Figure 1. Local utilization (run 1).
15 x 15 tiles, from black (low) to pale yellow (high), 0 to 100% covered.
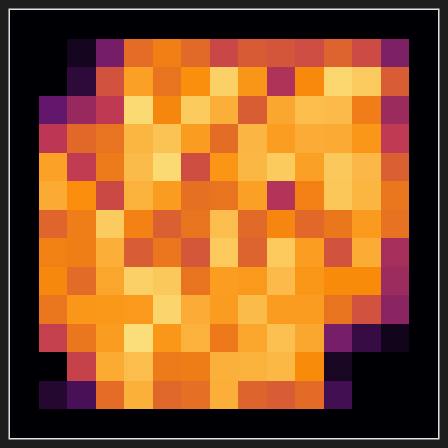
Figure 2. Cell classes on the final placement (run 1).
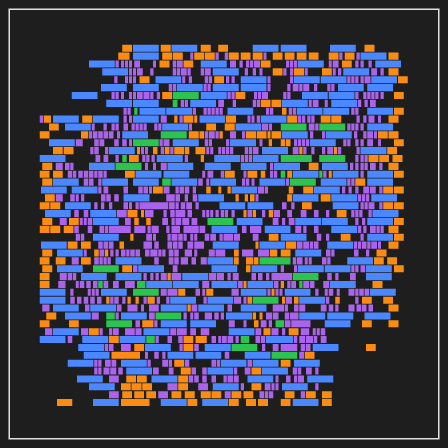
Figure 3. Cells by drive strength (run 1).
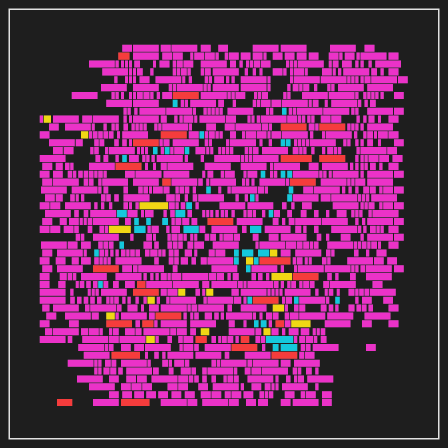
Figure 4. Sequential cells grouped by signal name (run 1).
Other sequential cells in the stronger gray, the rest of the logic in the fainter gray.
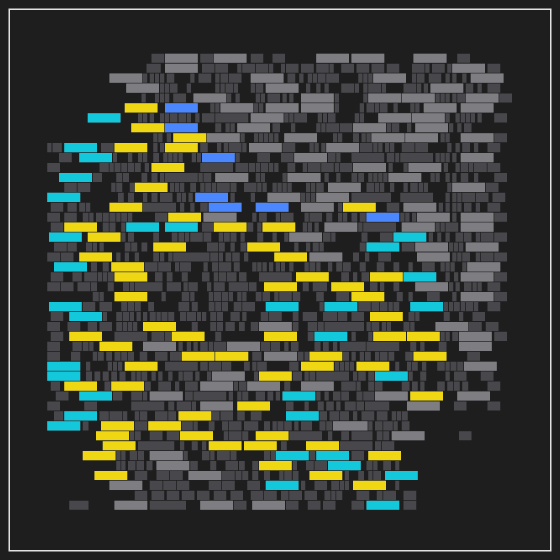
### src/rtl/rv_dec_pkg.sv
// Shared RV32I decode types: opcode constants, format tags, decoded-field bundle
// and skid-buffer states.
package rv_dec_pkg;

  localparam logic [6:0] OPC_OP     = 7'b0110011;
  localparam logic [6:0] OPC_OP_IMM = 7'b0010011;
  localparam logic [6:0] OPC_LOAD   = 7'b0000011;
  localparam logic [6:0] OPC_JALR   = 7'b1100111;
  localparam logic [6:0] OPC_STORE  = 7'b0100011;
  localparam logic [6:0] OPC_BRANCH = 7'b1100011;
  localparam logic [6:0] OPC_JAL    = 7'b1101111;
  localparam logic [6:0] OPC_LUI    = 7'b0110111;
  localparam logic [6:0] OPC_AUIPC  = 7'b0010111;

  localparam logic [6:0] F7_MULDIV  = 7'b0000001;

  // FMT_NONE is zero so a cleared entry reads as "no format".
  typedef enum logic [2:0] {
    FMT_NONE = 3'd0,
    FMT_R    = 3'd1,
    FMT_I    = 3'd2,
    FMT_S    = 3'd3,
    FMT_B    = 3'd4,
    FMT_U    = 3'd5,
    FMT_J    = 3'd6
  } fmt_e;

  typedef struct packed {
    logic [6:0]  opcode;
    logic [4:0]  rs1;
    logic [4:0]  rs2;
    logic [4:0]  rd;
    logic [3:0]  alu_func;
    logic [31:0] imm;
    fmt_e        fmt;
    logic        mext;
    logic        illegal;
  } dec_t;

  typedef enum logic [1:0] {
    ST_EMPTY = 2'd0,
    ST_ONE   = 2'd1,
    ST_FULL  = 2'd2
  } state_e;

endpackage

### src/rtl/rv_decode_stage_if.sv
// Fetch-side and execute-side handshake bundle of the decode stage.
// master = the environment driving instructions in; slave = the decode stage.
interface rv_decode_stage_if
  import rv_dec_pkg::*;
#(
  parameter int XLEN = 32,
  parameter int PC_W = 32
) ();

  logic            in_valid;
  logic            in_ready;
  logic [31:0]     in_inst;
  logic [PC_W-1:0] in_pc;

  logic            out_valid;
  logic            out_ready;
  logic [6:0]      out_opcode;
  logic [4:0]      out_rs1;
  logic [4:0]      out_rs2;
  logic [4:0]      out_rd;
  logic [3:0]      out_alu_func;
  logic [XLEN-1:0] out_imm;
  fmt_e            out_fmt;
  logic            out_mext;
  logic            out_illegal;
  logic [PC_W-1:0] out_pc;

  modport master (
    output in_valid, in_inst, in_pc, out_ready,
    input  in_ready, out_valid, out_opcode, out_rs1, out_rs2, out_rd,
           out_alu_func, out_imm, out_fmt, out_mext, out_illegal, out_pc
  );

  modport slave (
    input  in_valid, in_inst, in_pc, out_ready,
    output in_ready, out_valid, out_opcode, out_rs1, out_rs2, out_rd,
           out_alu_func, out_imm, out_fmt, out_mext, out_illegal, out_pc
  );

endinterface

### src/rtl/rv_dec_comb.sv
// Combinational RV32I instruction decoder (inst -> dec_t).
// Define DEC_RV32M_EN to accept OP/funct7=0000001 as M-extension; otherwise it is illegal.
module rv_dec_comb
  import rv_dec_pkg::*;
(
  input  logic [31:0] inst,
  output dec_t        dec
);

  logic [6:0] opcode;
  logic [2:0] f3;
  logic [6:0] f7;
  logic       illegal;
  dec_t       raw;

  assign opcode = inst[6:0];
  assign f3     = inst[14:12];
  assign f7     = inst[31:25];

  always_comb begin
    raw        = '0;
    raw.opcode = opcode;
    illegal    = 1'b0;
    case (opcode)
      OPC_OP: begin
        raw.rs1 = inst[19:15];
        raw.rs2 = inst[24:20];
        raw.rd  = inst[11:7];
        raw.fmt = FMT_R;
        if (f7 == F7_MULDIV) begin
`ifdef DEC_RV32M_EN
          raw.mext     = 1'b1;
          raw.alu_func = {1'b0, f3};
`else
          illegal = 1'b1;
`endif
        end else begin
          raw.alu_func = {inst[30], f3};
        end
      end
      OPC_OP_IMM: begin
        raw.rs1      = inst[19:15];
        raw.rd       = inst[11:7];
        raw.fmt      = FMT_I;
        raw.imm      = {{20{inst[31]}}, inst[31:20]};
        // Only the shift-right group uses inst[30] (SRLI vs SRAI).
        raw.alu_func = {(f3 == 3'b101) ? inst[30] : 1'b0, f3};
      end
      OPC_LOAD, OPC_JALR: begin
        raw.rs1      = inst[19:15];
        raw.rd       = inst[11:7];
        raw.fmt      = FMT_I;
        raw.imm      = {{20{inst[31]}}, inst[31:20]};
        raw.alu_func = {1'b0, f3};
      end
      OPC_STORE: begin
        raw.rs1      = inst[19:15];
        raw.rs2      = inst[24:20];
        raw.fmt      = FMT_S;
        raw.imm      = {{20{inst[31]}}, inst[31:25], inst[11:7]};
        raw.alu_func = {1'b0, f3};
      end
      OPC_BRANCH: begin
        raw.rs1      = inst[19:15];
        raw.rs2      = inst[24:20];
        raw.fmt      = FMT_B;
        raw.imm      = {{19{inst[31]}}, inst[31], inst[7], inst[30:25], inst[11:8], 1'b0};
        raw.alu_func = {1'b0, f3};
      end
      OPC_JAL: begin
        raw.rd  = inst[11:7];
        raw.fmt = FMT_J;
        raw.imm = {{11{inst[31]}}, inst[31], inst[19:12], inst[20], inst[30:21], 1'b0};
      end
      OPC_LUI, OPC_AUIPC: begin
        raw.rd  = inst[11:7];
        raw.fmt = FMT_U;
        raw.imm = {inst[31:12], 12'b0};
      end
      default: illegal = 1'b1;
    endcase
    if (inst[1:0] != 2'b11) begin
      illegal = 1'b1;
    end
  end

  // Illegal entries keep only the opcode so downstream sees no stray register reads.
  always_comb begin
    dec = raw;
    if (illegal) begin
      dec         = '0;
      dec.opcode  = opcode;
      dec.illegal = 1'b1;
    end
  end

endmodule

### src/rtl/rv_decode_stage.sv
// Registered RV32I decode stage with a 2-entry skid buffer and flush.
// Optional M-extension decode is selected by DEC_RV32M_EN (see rv_dec_comb).
module rv_decode_stage
  import rv_dec_pkg::*;
#(
  parameter int XLEN = 32,
  parameter int PC_W = 32
) (
  input  logic              clk,
  input  logic              rst_n,
  input  logic              flush,
  rv_decode_stage_if.slave  bus
);

  dec_t            in_dec;
  state_e          state_reg;
  dec_t            main_reg;
  dec_t            skid_reg;
  logic [PC_W-1:0] main_pc_reg;
  logic [PC_W-1:0] skid_pc_reg;
  logic            out_valid_reg;
  logic            in_ready_reg;
  logic            in_fire;
  logic            out_fire;
  logic [XLEN-1:0] imm_ext;

  rv_dec_comb u_dec (
    .inst (bus.in_inst),
    .dec  (in_dec)
  );

  assign in_fire  = bus.in_valid & in_ready_reg;
  assign out_fire = out_valid_reg & bus.out_ready;

  // main_reg is always the oldest entry; skid_reg only fills while main is stalled.
  always_ff @(posedge clk or negedge rst_n) begin
    if (!rst_n) begin
      state_reg     <= ST_EMPTY;
      main_reg      <= '0;
      skid_reg      <= '0;
      main_pc_reg   <= '0;
      skid_pc_reg   <= '0;
      out_valid_reg <= 1'b0;
      in_ready_reg  <= 1'b1;
    end else if (flush) begin
      state_reg     <= ST_EMPTY;
      out_valid_reg <= 1'b0;
      in_ready_reg  <= 1'b1;
    end else begin
      case (state_reg)
        ST_EMPTY: begin
          if (in_fire) begin
            main_reg      <= in_dec;
            main_pc_reg   <= bus.in_pc;
            state_reg     <= ST_ONE;
            out_valid_reg <= 1'b1;
          end
        end
        ST_ONE: begin
          if (in_fire && out_fire) begin
            main_reg    <= in_dec;
            main_pc_reg <= bus.in_pc;
          end else if (in_fire) begin
            skid_reg     <= in_dec;
            skid_pc_reg  <= bus.in_pc;
            state_reg    <= ST_FULL;
            in_ready_reg <= 1'b0;
          end else if (out_fire) begin
            state_reg     <= ST_EMPTY;
            out_valid_reg <= 1'b0;
          end
        end
        ST_FULL: begin
          if (out_fire) begin
            main_reg     <= skid_reg;
            main_pc_reg  <= skid_pc_reg;
            state_reg    <= ST_ONE;
            in_ready_reg <= 1'b1;
          end
        end
        default: begin
          state_reg     <= ST_EMPTY;
          out_valid_reg <= 1'b0;
          in_ready_reg  <= 1'b1;
        end
      endcase
    end
  end

  always_comb begin
    imm_ext       = {XLEN{main_reg.imm[31]}};
    imm_ext[31:0] = main_reg.imm;
  end

  assign bus.in_ready     = in_ready_reg;
  assign bus.out_valid    = out_valid_reg;
  assign bus.out_opcode   = main_reg.opcode;
  assign bus.out_rs1      = main_reg.rs1;
  assign bus.out_rs2      = main_reg.rs2;
  assign bus.out_rd       = main_reg.rd;
  assign bus.out_alu_func = main_reg.alu_func;
  assign bus.out_imm      = imm_ext;
  assign bus.out_fmt      = main_reg.fmt;
  assign bus.out_mext     = main_reg.mext;
  assign bus.out_illegal  = main_reg.illegal;
  assign bus.out_pc       = main_pc_reg;

endmodule

### src/flat_wrapper.sv
// flat-port wrapper written by rule: the top's interface ports become plain ports
module rv_decode_stage_flat import rv_dec_pkg::*;
#(
  parameter int XLEN = 32,
  parameter int PC_W = 32
)
  (clk, rst_n, flush, bus_in_valid, bus_in_inst, bus_in_pc, bus_out_ready, bus_in_ready, bus_out_valid, bus_out_opcode, bus_out_rs1, bus_out_rs2, bus_out_rd, bus_out_alu_func, bus_out_imm, bus_out_fmt, bus_out_mext, bus_out_illegal, bus_out_pc);
  rv_decode_stage_if #(.XLEN(XLEN), .PC_W(PC_W)) bus_i ();
  input  logic clk;
  input  logic rst_n;
  input  logic flush;
  input wire logic [$bits(bus_i.in_valid)-1:0] bus_in_valid;
  input wire logic [$bits(bus_i.in_inst)-1:0] bus_in_inst;
  input wire logic [$bits(bus_i.in_pc)-1:0] bus_in_pc;
  input wire logic [$bits(bus_i.out_ready)-1:0] bus_out_ready;
  output wire logic [$bits(bus_i.in_ready)-1:0] bus_in_ready;
  output wire logic [$bits(bus_i.out_valid)-1:0] bus_out_valid;
  output wire logic [$bits(bus_i.out_opcode)-1:0] bus_out_opcode;
  output wire logic [$bits(bus_i.out_rs1)-1:0] bus_out_rs1;
  output wire logic [$bits(bus_i.out_rs2)-1:0] bus_out_rs2;
  output wire logic [$bits(bus_i.out_rd)-1:0] bus_out_rd;
  output wire logic [$bits(bus_i.out_alu_func)-1:0] bus_out_alu_func;
  output wire logic [$bits(bus_i.out_imm)-1:0] bus_out_imm;
  output wire logic [$bits(bus_i.out_fmt)-1:0] bus_out_fmt;
  output wire logic [$bits(bus_i.out_mext)-1:0] bus_out_mext;
  output wire logic [$bits(bus_i.out_illegal)-1:0] bus_out_illegal;
  output wire logic [$bits(bus_i.out_pc)-1:0] bus_out_pc;
  assign bus_i.in_valid = bus_in_valid;
  assign bus_i.in_inst = bus_in_inst;
  assign bus_i.in_pc = bus_in_pc;
  assign bus_i.out_ready = bus_out_ready;
  assign bus_in_ready = bus_i.in_ready;
  assign bus_out_valid = bus_i.out_valid;
  assign bus_out_opcode = bus_i.out_opcode;
  assign bus_out_rs1 = bus_i.out_rs1;
  assign bus_out_rs2 = bus_i.out_rs2;
  assign bus_out_rd = bus_i.out_rd;
  assign bus_out_alu_func = bus_i.out_alu_func;
  assign bus_out_imm = bus_i.out_imm;
  assign bus_out_fmt = bus_i.out_fmt;
  assign bus_out_mext = bus_i.out_mext;
  assign bus_out_illegal = bus_i.out_illegal;
  assign bus_out_pc = bus_i.out_pc;
  rv_decode_stage #(.XLEN(XLEN), .PC_W(PC_W)) u_core (.clk(clk), .rst_n(rst_n), .flush(flush), .bus(bus_i));
endmodule
### config.mk
export PLATFORM = sky130hd
export DESIGN_NAME = rv_decode_stage_flat
export DESIGN_NICKNAME = d
export VERILOG_FILES = /design/src/rtl/rv_dec_pkg.sv /design/src/rtl/rv_decode_stage_if.sv /design/src/rtl/rv_dec_comb.sv /design/src/rtl/rv_decode_stage.sv /design/src/flat_wrapper.sv
export SDC_FILE = /design/constraint.sdc
export NUM_CORES = 1
export LEC_CHECK = 0
export CORE_MARGIN = 10
export CORE_UTILIZATION = 52
export DETAILED_ROUTE_END_ITERATION = 16
export GPL_ROUTABILITY_DRIVEN = 0
export GPL_TIMING_DRIVEN = 0
export PLACE_DENSITY_LB_ADDON = 0.3
export SLEW_MARGIN = 20
export SYNTH_ARGS = -nofsm -noshare
export SYNTH_HDL_FRONTEND = slang
export SYNTH_SLANG_ARGS = --single-unit
### constraint.sdc
create_clock -name clk -period 2.5 [get_ports clk]
set_input_delay 0.625 -clock clk [delete_from_list [all_inputs] [get_ports clk]]
set_output_delay 0.625 -clock clk [all_outputs]
set_load 0.01 [all_outputs]
==> run summary, run 1 <==
The run has ended; figures from its reports follow.

Yosys mapped a number of flops with a built-in enable equal to 0. The count of H-tree levels built during CTS came out at 4. The worst setup path is launched from a primary input.

The post-layout total power came out at 0.0107 W. Across the VDD grid, the largest voltage drop is 0.536 mV. The number of I/O pins is 166.

The buffers inserted during post-CTS setup optimization is 0. Looking at the group totals, the largest power group turns out to be registers. In the synthesized netlist, the cells that appear most often are sky130_fd_sc_hd__nand2_1, sky130_fd_sc_hd__dfrtp_1, sky130_fd_sc_hd__nor2_1. Per STA, the endpoint of the critical path is u_core.bus.out_rd[4]$_DFFE_PN0P_.

The DRC violation count after routing came out at 0. The power dissipated by switching net loads is 0.00343 W. Per Yosys stat, the portion of area used by sequential elements is 0.565. Of the cells placed in the final design, the portion with a size suffix greater than 1 is 0.0768.

The maximum number of pins on one net before global-route repair is 69. Summed over all layers, the global routing overflow is 0. Post-route period utilization is reported as 0.965. According to the Yosys statistics, the synthesized design has a chip area of 8500 um2. The met2 routing resource usage after global routing came out at 0.377. The insertion delay of the later-clocked pin in the worst-skew pair came out at 440 ps. For this run the top cell type by instance count after synthesis was sky130_fd_sc_hd__nand2_1. The area share of the largest cell type after synthesis came out at 0.562.

The transition time at the pin with the least slew margin came out at 632 ps. The leakage power came out at 5.11 nW. The post-place setup slack came out at -820 ps. According to the timing report, the data required time at the worst endpoint equals 2810 ps. The final layout contains 1,202 nets. The global router's overall resource usage came out at 0.239. The max-slew violation count is 0. The endpoint of the most critical register-to-register path is u_core.bus.out_pc[18]$_DFFE_PN0P_. Detailed placement ended at an HPWL of 19,100 um. Per the run summary, max-cap violations total 0.

STA classifies the critical path endpoint as a flip-flop. The average instance area after synthesis came out at 8.94 um2. Per the layout report, the design carries 1,256 filler cells. Endpoints with negative setup slack in the final report add up to 0. Per STA, the worst path accumulates the most delay in the family simple AND/OR/NAND/NOR gates. The tree is rooted in a sky130_fd_sc_hd__clkbuf_16.

The number of nets at floorplan came out at 1,020. The count of clock tree sinks came out at 192. In this run the critical register-to-register path is launched from u_core.state_reg[0]$_DFFE_PN0P_. The switching power as a share of total power is 0.321. The critical setup path kind is primary input to flip-flop.

For this design the ratio of total power to cell area is 964 nW/um2. The via total after detailed routing is 7,868. The first global-routing pass estimated 41,700 um of wire. The most common logic cells in the final layout are sky130_fd_sc_hd__nand2_1, sky130_fd_sc_hd__dfrtp_1, sky130_fd_sc_hd__clkdlybuf4s50_1, sky130_fd_sc_hd__nor2_1, sky130_fd_sc_hd__a21oi_1. Per the synth stats, the proportion of register bits with asynchronous set or reset is 1.00.

The global-route track usage on met1 came out at 0.308. The met3 track utilization from global routing came out at 0.0705. The overall chip area is 21,900 um2.

The sequential share of power is 0.439. After global routing, the most crowded layer is met2. The total cell area at the placement stage is 10,500 um2.

The number of cell instances on the worst register-to-register path is 6. The number of antenna violations at the first check in global routing was 0. The number of buffers inserted by hold repair at cts came out at 0. The clock-pin transition on the worst setup and hold timing paths came out at 70 ps. The clock network power consumption is 0.00270 W. The synthesis report lists the most area-consuming cells as sky130_fd_sc_hd__dfrtp_1, sky130_fd_sc_hd__nand2_1, sky130_fd_sc_hd__a21oi_1. The count of warning messages emitted by the tools is 26. The number of global-route vias before repair is 7,715. The detail-routed net length per standard cell came out at 19.3 um.

Per the OpenROAD floorplan log, the width of the die is 148 um. The number of flip-flops under the largest register name is 62. The flip-flop and latch count after synthesis came out at 192. The synthesized netlist occupies a cell area of 8500 um2.

According to the report, the first pass of detailed routing completed in 5 iterations. STA reports a reg2reg setup slack of 270 ps. The number of DRC markers in iteration 0 is 807. The worst max-slew margin expressed relative to the limit is 0.579. Looking at the cell usage after synthesis, the top flip-flop cell is sky130_fd_sc_hd__dfrtp_1.

Summed over all combinational cells, the power is 0.00329 W. Listed in order, past its start point the critical path passes clkdlybuf4s50_1, nand4bb_2, nor2_4, nor2_2, clkbuf_2, a21oi_1, o21ai_0. The cell at the slowest stage of the critical path is sky130_fd_sc_hd__clkdlybuf4s50_1.

Subtracting the final worst setup slack from the clock period gives 2410 ps. The count of cells in the finished layout, fillers not included, comes to 1,362. Of all cell types, the one taking the most synthesized area is sky130_fd_sc_hd__dfrtp_1. The most common logic cell in the final layout is sky130_fd_sc_hd__nand2_1. The synthesized instance count is 951. The script reports the combined buffer and inverter count of the critical path as 2. The internal portion of total power is 0.00724 W.

The combinational share of power is 0.308. The clock skew after layout came out at 8.28 ps. For this run, the script counts the antenna cells in the layout as 0. The number of clock buffers added by TritonCTS is 17. The buffer depth of the longest clock path came out at 2.

The post-route setup TNS came out at 0 ps. The count of antenna-violating nets left after detailed routing came out at 0. The cell count in the Yosys report came out at 951. The count of synthesis-stage warnings from yosys came out at 0. The flow ran to the end, and the final reports show no timing, DRC or antenna violations.
## Picture notes: Figure 1
fullest tile = 93%
nearly empty tiles = 28%
mean over tiles = 49%
emptiest ninth of the die = south-east
fraction of the core area occupied by cells at floorplan: 0.533
Core Area: 15,900 um2
final cell utilization of the core: 0.694

## Picture notes: Figure 2
purple -> all other logic  # cells 690, share of their area 31%
blue -> flip-flops  # cells 192, share of their area 45%
orange -> other buffers and delay cells  # cells 232, share of their area 19%
green -> clock drivers and dummy loads  # cells 32, share of their area 5.3%
Finished Cell Area: 11,100 um2
flop share of the area: 0.434
site row count: 46

## Picture notes: Figure 3
magenta -> drive 1 or less  # cells 1,058, share 92%
cyan -> drive 2  # cells 43, share 3.8%
red -> drive 6 and up  # cells 29, share 2.5%
yellow -> drive 3 to 4  # cells 16, share 1.4%
Non-clock buffers: 232
final worst setup slack: 88.6 ps
signed area change from the synthesized netlist to the final layout: 30.2%

## Picture notes: Figure 4
yellow -> u_core.skid_reg  # flops 62
blue -> u_core.bus.out_opcode  # flops 7
cyan -> u_core.bus.out_imm  # flops 32
not colored = 91
Register Area: 4810 um2
power in sequential cells: 0.00468 W

## run 1: kinds of logic after synthesis
logic type	share of synthesized area
AND/OR/NAND/NOR	0.226
AND-OR/OR-AND	0.162
flip-flops	0.565
buffers and inverters	0.0399
multiplexers	0.00397
XOR/XNOR	0.00206
other	0.000441
## run 1: layer usage
metal	part of all wire	vias to the layer above
li1	-	3599
met1	0.41	3858
met2	0.47	371
met3	0.10	40
met4	0.020	0
met5	0	-
## run 1: layout make-up
type	count	area [um2]	area share
plain buffers	68	340	0.0307
clock buffers	20	437	0.0395
clock inverters	12	133	0.0120
inverters	5	18.8	0.00170
multi-input cells	685	3380	0.306
flip-flops and latches	192	4810	0.434
well taps	216	270	0.0244
repair buffers	164	1680	0.152
Figure 5. Track usage over the die (run 1).
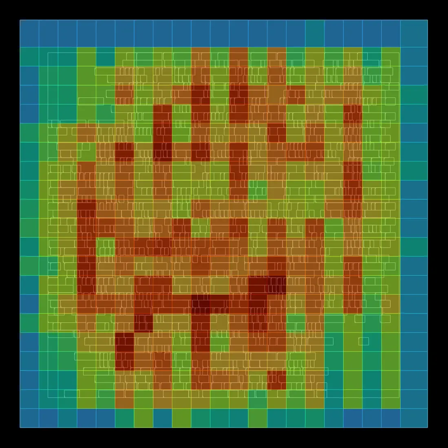

==> run 1 -> run 2 <==
--- a/config.mk
+++ b/config.mk
@@ -5,12 +5,14 @@
 export SDC_FILE = /design/constraint.sdc
 export NUM_CORES = 1
 export LEC_CHECK = 0
+export ABC_AREA = 1
+export ABC_CLOCK_PERIOD_IN_PS = 2500
 export CORE_MARGIN = 10
-export CORE_UTILIZATION = 52
+export CORE_UTILIZATION = 53
 export DETAILED_ROUTE_END_ITERATION = 16
 export GPL_ROUTABILITY_DRIVEN = 0
 export GPL_TIMING_DRIVEN = 0
-export PLACE_DENSITY_LB_ADDON = 0.3
+export PLACE_DENSITY_LB_ADDON = 0.08
 export SLEW_MARGIN = 20
 export SYNTH_ARGS = -nofsm -noshare
 export SYNTH_HDL_FRONTEND = slang
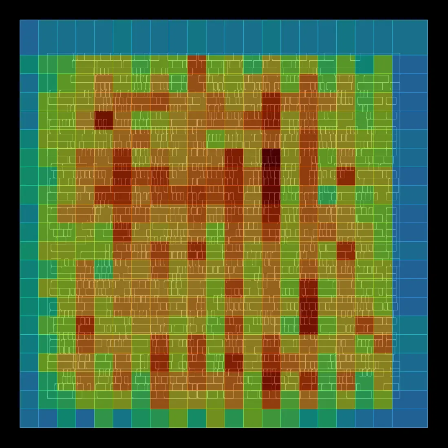
Figure 6: run 2, track usage over the die.
routing layer with the top usage in global route: met2
met1 Track Usage GR: 0.317
global routing usage on met3: 0.0531
Global Route met2 Usage: 0.371

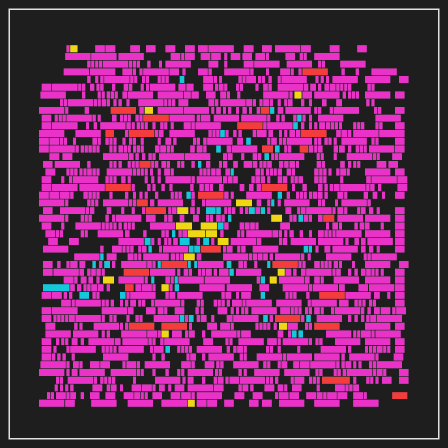
Figure 7: run 2, cells by drive strength.
Finished Cell Area: 11,600 um2
signed area change from the synthesized netlist to the final layout: 27.2%
Non-clock buffers: 233
final worst setup slack: 230 ps

==> run 2 against run 1 <==
  * Global-route usage fell by 0.31 points
  * Clock skew about the same
  * Sequential power up 4.9%
  * Area after synthesis grew 7.0%
  * Critical path type unchanged
  * Critical endpoint is now u_core.bus.out_pc[0]$_DFFE_PN0P_
==> run summary, run 2 <==
The run has ended; figures from its reports follow.

The tap cell instance count is 220 (+1.9%). Dividing the detail-routed via count by the number of cells gives 5.35. The storage element area was 4810 um2 (unchanged). The overall die height came out at 151 um. The count of warning messages emitted by the tools is 26 (unchanged). The maximum number of pins on one net before global-route repair is 98 (+42%). The final net count came out at 1,425 (+19%).

The multi-input combinational cell count is 872 (+27%). The number of enable-type register cells in the synthesized netlist is 0 (unchanged). The detail-routed net length per standard cell came out at 16.8 um (-13%). The number of antenna violations at the first check in global routing is 0 (unchanged). The synthesized instance count is 1,173 (+23%). The run finished with clean final reports.

The cell count along the critical path is 10. The maximum ir drop on the vdd rail is 0.533 mV (-0.45%). The arrival time of data at the worst endpoint is listed as 2620 ps.

The worst max-slew margin expressed relative to the limit is 0.504 (-0.0752). In this design, the largest share of critical-path delay is due to buffers and inverters. The overall die width is 151 um (+2.1%). The max-slew violation count was 0 (unchanged).

The number of I/O pins came out at 166 (unchanged). The type of origin of the critical path is a primary input. The highest cell delay on the worst timing path is 470 ps. The via total after detailed routing came out at 8,500 (+8.0%). The cell at the slowest stage of the critical path is sky130_fd_sc_hd__clkdlybuf4s50_1. Among the non-sequential cells, simple AND/OR/NAND/NOR gates take the most area. The cell type taking the most area is registers. The placed wire-length estimate after detailed placement is 19,600 um (+2.7%). The hold violation total from the final report is 0. The number of buffers created by CTS came out at 17 (unchanged). The origin of the critical flop-to-flop path is u_core.state_reg[1]$_DFFE_PN0P_.

The area reported by Yosys stat came to 9100 um2 (+7.0%). For reference, the top cells by area after synthesis are sky130_fd_sc_hd__dfrtp_1, sky130_fd_sc_hd__nand2_1, sky130_fd_sc_hd__nor2_1. The fraction of synthesized cell area in xor and xnor cells came out at 0 (-0.00206). The proportion of layout cells with a drive suffix above 1 is 0.0745 (-0.00228).

The fraction of area in multi-input gates is 0.330 (+0.0244). The flip-flop and latch count after synthesis is 192 (unchanged). The number of cell instances on the worst register-to-register path is 9 (+3). The number of global-route vias before repair came out at 8,152 (+5.7%). The post-route setup TNS is 0 ps (unchanged). The number of signal-net inverters in the final layout came out at 40 (+35).

The share of synthesized area spent on multiplexers came to 0 (-0.00397). The number of iterations in the first detailed-routing pass came to 5 (unchanged). The portion of the layout cell area used by non-clock buffers is 0.172 (-0.0111). The count of synthesis-stage warnings from yosys is 0 (unchanged). The type of element capturing the critical path is a flip-flop. The average instance area after synthesis is 7.76 um2 (-13%). The worst path buffer plus inverter count is 5 (+3). The count of different cell masters after synthesis is 33. The critical setup path kind is primary input to flip-flop.

The number of DRC markers in iteration 0 is 796 (-1.4%). The total cell area at the placement stage is 11,000 um2 (+5.6%). The tightest min-delay check is of the primary input to asynchronous set/reset pin type. The portion of the post-synthesis area used by sequential elements came out at 0.528 (-0.0372). The capture point of the critical path was reported as u_core.bus.out_pc[0]$_DFFE_PN0P_. The cell sequence reported for the critical path is clkdlybuf4s50_1, inv_1, nand2_1, o22ai_1, nand2_1, inv_2, buf_2, buf_2, nor2_1, a31oi_1.

The number of sequential storage elements is 192 (unchanged). The global-route wire length before repair came out at 42,600 um (+2.1%). The number of nets at floorplan is 1,242 (+22%). The count of clock tree sinks is 192 (unchanged). The clock-pin transition on the worst setup and hold timing paths is 70 ps (about the same). The count of H-tree levels built during CTS came to 4 (unchanged). The maximum clock frequency is 441 MHz.

The count of antenna-violating nets left after detailed routing is 0 (unchanged). The number of antenna diodes is 0 (unchanged). The time the worst path needs with I/O delays and setup is 2270 ps (-141 ps). The cell count in the Yosys report is 1,173 (+23%).

In this run the worst path has a maximum fanout of 10. The clock skew after layout came to 8.04 ps (-0.234 ps). The launching instance or port of the critical path is flush. The number of max-capacitance violations reported is 0 (unchanged).

The DRC violation count after routing came out at 0 (unchanged). The buffer depth of the longest clock path came out at 2 (unchanged). sky130_fd_sc_hd__nand2_1 is the most common cell in the netlist.

The data required time at the worst endpoint is 2850 ps (+40 ps). The transition time at the pin with the least slew margin was 745 ps (+113 ps). Setup repair after global routing left no endpoint under its margin.

The global router's overall resource usage is 0.236 (-0.00314). The count of filler cells inserted in the layout is 1,427 (+14%). The pre-placement core utilization is 0.545 (+0.0116). The worst-case register-to-register setup slack came out at 300 ps (+30 ps). The overall chip area is 22,800 um2 (+4.3%).

The aggregate global routing overflow is 0 (unchanged). The fraction of the mapped netlist area in compound gates came to 0.108 (-0.0547). The clock tree cell share of total cell area came out at 0.0466 (-0.00486). The insertion delay of the later-clocked pin in the worst-skew pair came to 440 ps (about the same). The leakage power came to 5.80 nW (+14%). The area share of the largest cell type after synthesis came out at 0.525 (-0.0370). Ranked by instance count, the synthesized netlist is headed by sky130_fd_sc_hd__nand2_1, sky130_fd_sc_hd__nor2_1, sky130_fd_sc_hd__dfrtp_1. The number of buffers inserted by hold repair at cts is 0 (unchanged). The number of buffers added on ports is 163. In this run, post-CTS repair resized a total of 0 instances. The biggest area contributor in the post-synthesis netlist is sky130_fd_sc_hd__dfrtp_1. The ratio of total power to cell area is 983 nW/um2 (+2.0%).

The post-synthesis share of cell area spent on full adders, half adders and majority gates came to 0 (unchanged). The post-synthesis simple-gate area fraction is 0.312 (+0.0858). The area of the mapped netlist came to 9100 um2 (+7.0%). The post-route clock period utilization came out at 0.908 (-0.0565). The endpoint of the most critical register-to-register path is u_core.bus.out_imm[19]$_DFFE_PN0P_.

The library cell used most frequently in the layout, excluding fill and tap cells, is sky130_fd_sc_hd__nand2_1. The multi-input combinational cell area is 3820 um2 (+13%). The root buffer selected by CTS is sky130_fd_sc_hd__clkbuf_16. By instance count after routing, the leading logic cell types are sky130_fd_sc_hd__nand2_1, sky130_fd_sc_hd__nor2_1, sky130_fd_sc_hd__dfrtp_1, sky130_fd_sc_hd__clkdlybuf4s50_1, sky130_fd_sc_hd__a31oi_1.

The dominant synthesized flop cell is sky130_fd_sc_hd__dfrtp_1. The buffers inserted during post-CTS setup optimization came out at 0 (unchanged). The proportion of synthesized flip-flops having asynchronous set or reset is 1.00 (unchanged). The final tally of setup violations is 0 (unchanged). TritonCTS built the clock tree.

The layout clock buffer count is 20 (unchanged). The detailed-route wire length came out at 26,600 um. The number of flip-flops under the largest register name is 62 (unchanged).
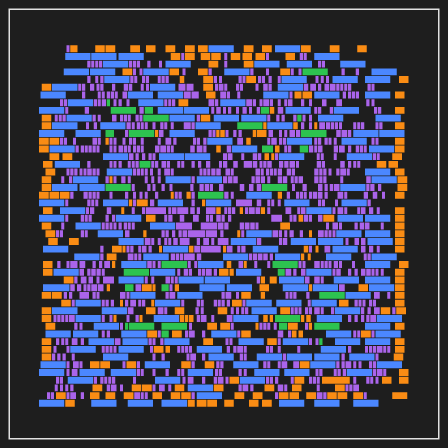
Figure 8: run 2, cell classes on the final placement.
purple -> all other logic  # cells 912, share of their area 35%
orange -> other buffers and delay cells  # cells 233, share of their area 18%
blue -> flip-flops  # cells 192, share of their area 43%
green -> clock drivers and dummy loads  # cells 32, share of their area 4.8%
Core Area: 16,700 um2
flop share of the area: 0.415
site row count: 47
final cell utilization of the core: 0.693

[run 2: power breakdown]
part	internal, W	switching, W
sequential	0.00428	0.000632
combinational	0.00186	0.00203
clock	0.00130	0.00127
[run 2: stage by stage]
stage          setup WS, ps  std cells   util  hold slack [ps]  power, W
5_1_grt                25.5       1589  0.693              257    0.0121
6_report                230       1589  0.693              194    0.0114
3_5_place_dp           -218       1557  0.661              458   0.00889
2_1_floorplan           661       1173      -              329   0.00685
3_3_place_gp          -7360       1556  0.659              453   0.00877
4_1_cts                 226       1589  0.693              244    0.0115
[run 2: metal layers]
layer	GRT usage	vias to the layer above	wire length, um
met4	0.0789	0	605
met5	0	-	0
li1	-	4135	-
met2	0.371	334	12300
met1	0.317	3994	11400
met3	0.0531	37	2320
Figure 9. Local utilization (run 2).
15 x 15 tiles, from black (low) to pale yellow (high), 0 to 100% covered.
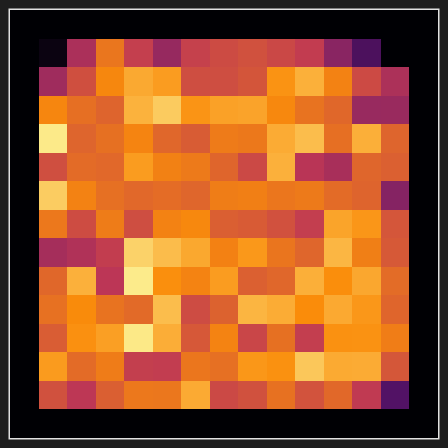

==> run 2 -> run 3 <==
--- a/config.mk
+++ b/config.mk
@@ -6,14 +6,14 @@
 export NUM_CORES = 1
 export LEC_CHECK = 0
 export ABC_AREA = 1
-export ABC_CLOCK_PERIOD_IN_PS = 2500
+export ABC_CLOCK_PERIOD_IN_PS = 2800
 export CORE_MARGIN = 10
-export CORE_UTILIZATION = 53
+export CORE_UTILIZATION = 57
 export DETAILED_ROUTE_END_ITERATION = 16
 export GPL_ROUTABILITY_DRIVEN = 0
 export GPL_TIMING_DRIVEN = 0
 export PLACE_DENSITY_LB_ADDON = 0.08
-export SLEW_MARGIN = 20
+export SLEW_MARGIN = 25
 export SYNTH_ARGS = -nofsm -noshare
 export SYNTH_HDL_FRONTEND = slang
 export SYNTH_SLANG_ARGS = --single-unit
==> constraint.sdc (replaced) <==
create_clock -name clk -period 2.8 [get_ports clk]
set_input_delay 0.7 -clock clk [delete_from_list [all_inputs] [get_ports clk]]
set_output_delay 0.7 -clock clk [all_outputs]
set_load 0.01 [all_outputs]
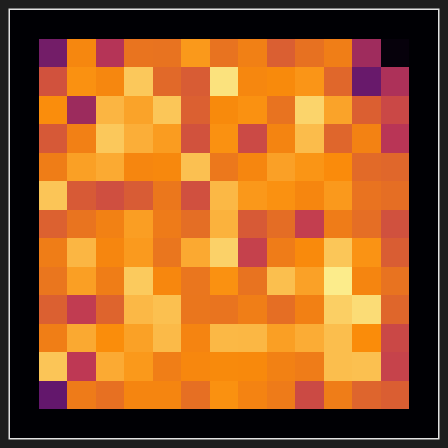
Figure 10: run 3, local utilization.
15 x 15 tiles, from black (low) to pale yellow (high), 0 to 100% covered.
mean over tiles = 53%
fullest tile = 96%
nearly empty tiles = 25%
final cell utilization of the core: 0.738
fraction of the core area occupied by cells at floorplan: 0.577

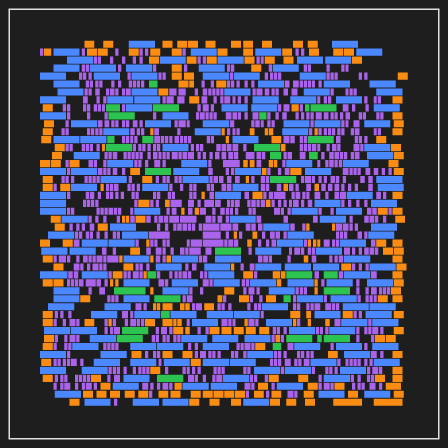
Figure 11: run 3, cell classes on the final placement.
blue -> flip-flops  # cells 192, share of their area 42%
purple -> all other logic  # cells 912, share of their area 35%
green -> clock drivers and dummy loads  # cells 32, share of their area 5.1%
orange -> other buffers and delay cells  # cells 234, share of their area 18%
flop share of the area: 0.413
site row count: 46
Core Area: 15,800 um2
Finished Cell Area: 11,600 um2

==> run 3 against run 2 <==
  * Clock power shrank 6%
  * Combinational power shrank about 10%
  * Critical path type unchanged
  * First-iteration DRC count up 3.3%
==> run summary, run 3 <==
The run has ended; figures from its reports follow.

The DRC violation count after routing came to 0 (unchanged). The portion of the layout cell area used by non-clock buffers came out at 0.173 (+0.00141). TritonCTS built the clock tree. The critical path data arrival time is 2800 ps (+180 ps). The global-route layer with the greatest usage is met2.

The number of max-capacitance violations reported came out at 0 (unchanged). The worst setup path is launched from a primary input. The maximum number of pins on one net before global-route repair came out at 92 (-6.1%). The met3 track utilization from global routing came out at 0.0773 (+0.0242). The area reported by Yosys stat is 9100 um2 (unchanged). The post-layout total power is 0.0103 W (-9.4%). The buffers inserted during post-CTS setup optimization came to 0 (unchanged). The average instance area after synthesis was 7.76 um2 (unchanged).

The overall die width came out at 146 um (-3.1%). The synthesized instance count is 1,173 (unchanged). The cell type that accounts for the most area after synthesis is sky130_fd_sc_hd__dfrtp_1. The setup path with the least slack is of type primary input to flip-flop. The maximum fanout along the worst path came out at 10 (unchanged).

The cell count along the critical path was 9 (-1). The count of filler cells inserted in the layout came out at 1,309 (-8.3%). The via total after detailed routing came out at 8,660 (+1.9%). The count of clock tree sinks came out at 192 (unchanged). The largest delay contributor family on the critical path is buffers and inverters. The highest cell delay on the worst timing path is 530 ps (+60 ps). The detailed router used layers up to and including met4. The leakage power came out at 5.84 nW (+0.63%).

The clock skew after layout came to 11.9 ps (+3.85 ps). The area growth from synthesis to layout is 28.0%. The tap cell instance count is 216 (-1.8%). The min-delay analysis places its worst path in the category primary input to asynchronous set/reset pin. The aggregate global routing overflow is 0 (unchanged). The library cells used most frequently in the layout, excluding fill and tap cells, are sky130_fd_sc_hd__nand2_1, sky130_fd_sc_hd__nor2_1, sky130_fd_sc_hd__dfrtp_1, sky130_fd_sc_hd__clkdlybuf4s50_1, sky130_fd_sc_hd__a31oi_1.

The proportion of layout cells with a drive suffix above 1 came out at 0.0774 (+0.00287). The portion of the post-synthesis area used by sequential elements was 0.528 (unchanged). Sorting the synthesized cells by how often they occur yields sky130_fd_sc_hd__nand2_1, sky130_fd_sc_hd__nor2_1, sky130_fd_sc_hd__dfrtp_1.

The multi-input combinational cell count was 872 (unchanged). The number of sequential storage elements came out at 192 (unchanged). The number of global-route vias before repair is 8,537 (+4.7%). The dominant synthesized flop cell is sky130_fd_sc_hd__dfrtp_1. The count of H-tree levels built during CTS is 4 (unchanged). The proportion of synthesized flip-flops having asynchronous set or reset was 1.00 (unchanged). The wire length on met2 was 12,600 um (+2.2%). The global router's overall resource usage came out at 0.250 (+0.0139). The placed instance count is 1,554 (-0.19%). The number of buffers created by CTS is 17 (unchanged). The met3 wire length came to 2390 um (+3.2%). The transition time at the pin with the least slew margin was 629 ps (-116 ps). The detailed-route wire length is 27,000 um (+1.3%). The hold violation total from the final report is 0 (unchanged).

The number of iterations in the first detailed-routing pass came to 6 (+1). The setup slack of the critical path after layout was 374 ps (+144 ps). The endpoint of the most critical register-to-register path is u_core.bus.out_imm[19]$_DFFE_PN0P_. The number of buffers added on ports is 163 (unchanged). The most used standard cell by instance count after synthesis is sky130_fd_sc_hd__nand2_1.

The data required time at the worst endpoint is 3170 ps (+320 ps). The flip-flop and latch count after synthesis came to 192 (unchanged). The maximum clock frequency is 412 MHz. The signal on the critical path passes through clkdlybuf4s50_1, inv_1, nand2_1, o22ai_1, nand2_1, buf_2, buf_2, nand2_1, nand2_1.

The average vias per placed instance is 5.46 (+2.1%). The fraction of area in multi-input gates came to 0.328 (-0.00184). The post-route non-filler standard cell count is 1,586 (-0.19%). The final tally of setup violations came to 0 (unchanged). The count of plain and timing-repair buffers is 234 (+0.43%).

The overall die height is 146 um (-3.1%). The worst path buffer plus inverter count came out at 4 (-1). The count of antenna-violating nets left after detailed routing came out at 0 (unchanged). The run finished with clean final reports. Per the CTS log, the root buffer master is sky130_fd_sc_hd__clkbuf_16. The final net count is 1,426 (+0.070%). The leading cell type in the layout, fill and taps excluded is sky130_fd_sc_hd__nand2_1. The placed wire-length estimate after detailed placement came out at 19,700 um (+0.55%).

The worst max-slew margin expressed relative to the limit is 0.581 (+0.0773). The count of synthesis-stage warnings from yosys is 0 (unchanged).
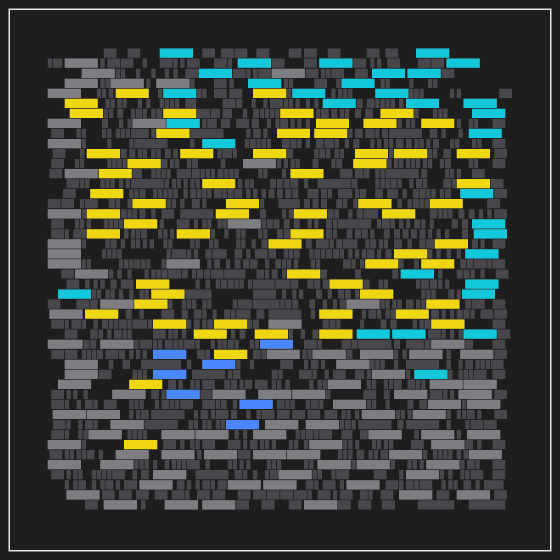
Figure 12: run 3, sequential cells grouped by signal name.
Other sequential cells in the stronger gray, the rest of the logic in the fainter gray.
power in sequential cells: 0.00439 W

-- run 3: cell families (layout without fill, tap and decap cells) --
family	Yosys count	count (layout)	synth area share
DFF	192	192	0.528
other	1	1	0.000412
AOI/OAI and AO/OA	170	170	0.108
buffers and inverters	109	306	0.0520
and+or+nand+nor	701	701	0.312
-- run 3: report_power, final --
part | internal [W] | total (W) | switching [W]
sequential | 0.00382 | 0.00439 | 0.000565
combinational | 0.00167 | 0.00351 | 0.00185
clock | 0.00129 | 0.00242 | 0.00112
-- run 3: metrics by stage --
step / hold slack (ps) / setup TNS (ps) / area (um2)
floorplan: 404 / 0 / 9100
global placement: 453 / -1344210 / 11000
detailed placement: 458 / -48.9 / 11100
CTS: 122 / 0 / 11600
global route: 121 / 0 / 11600
finish: 118 / 0 / 11600
Power and IR drop assume default switching activity.
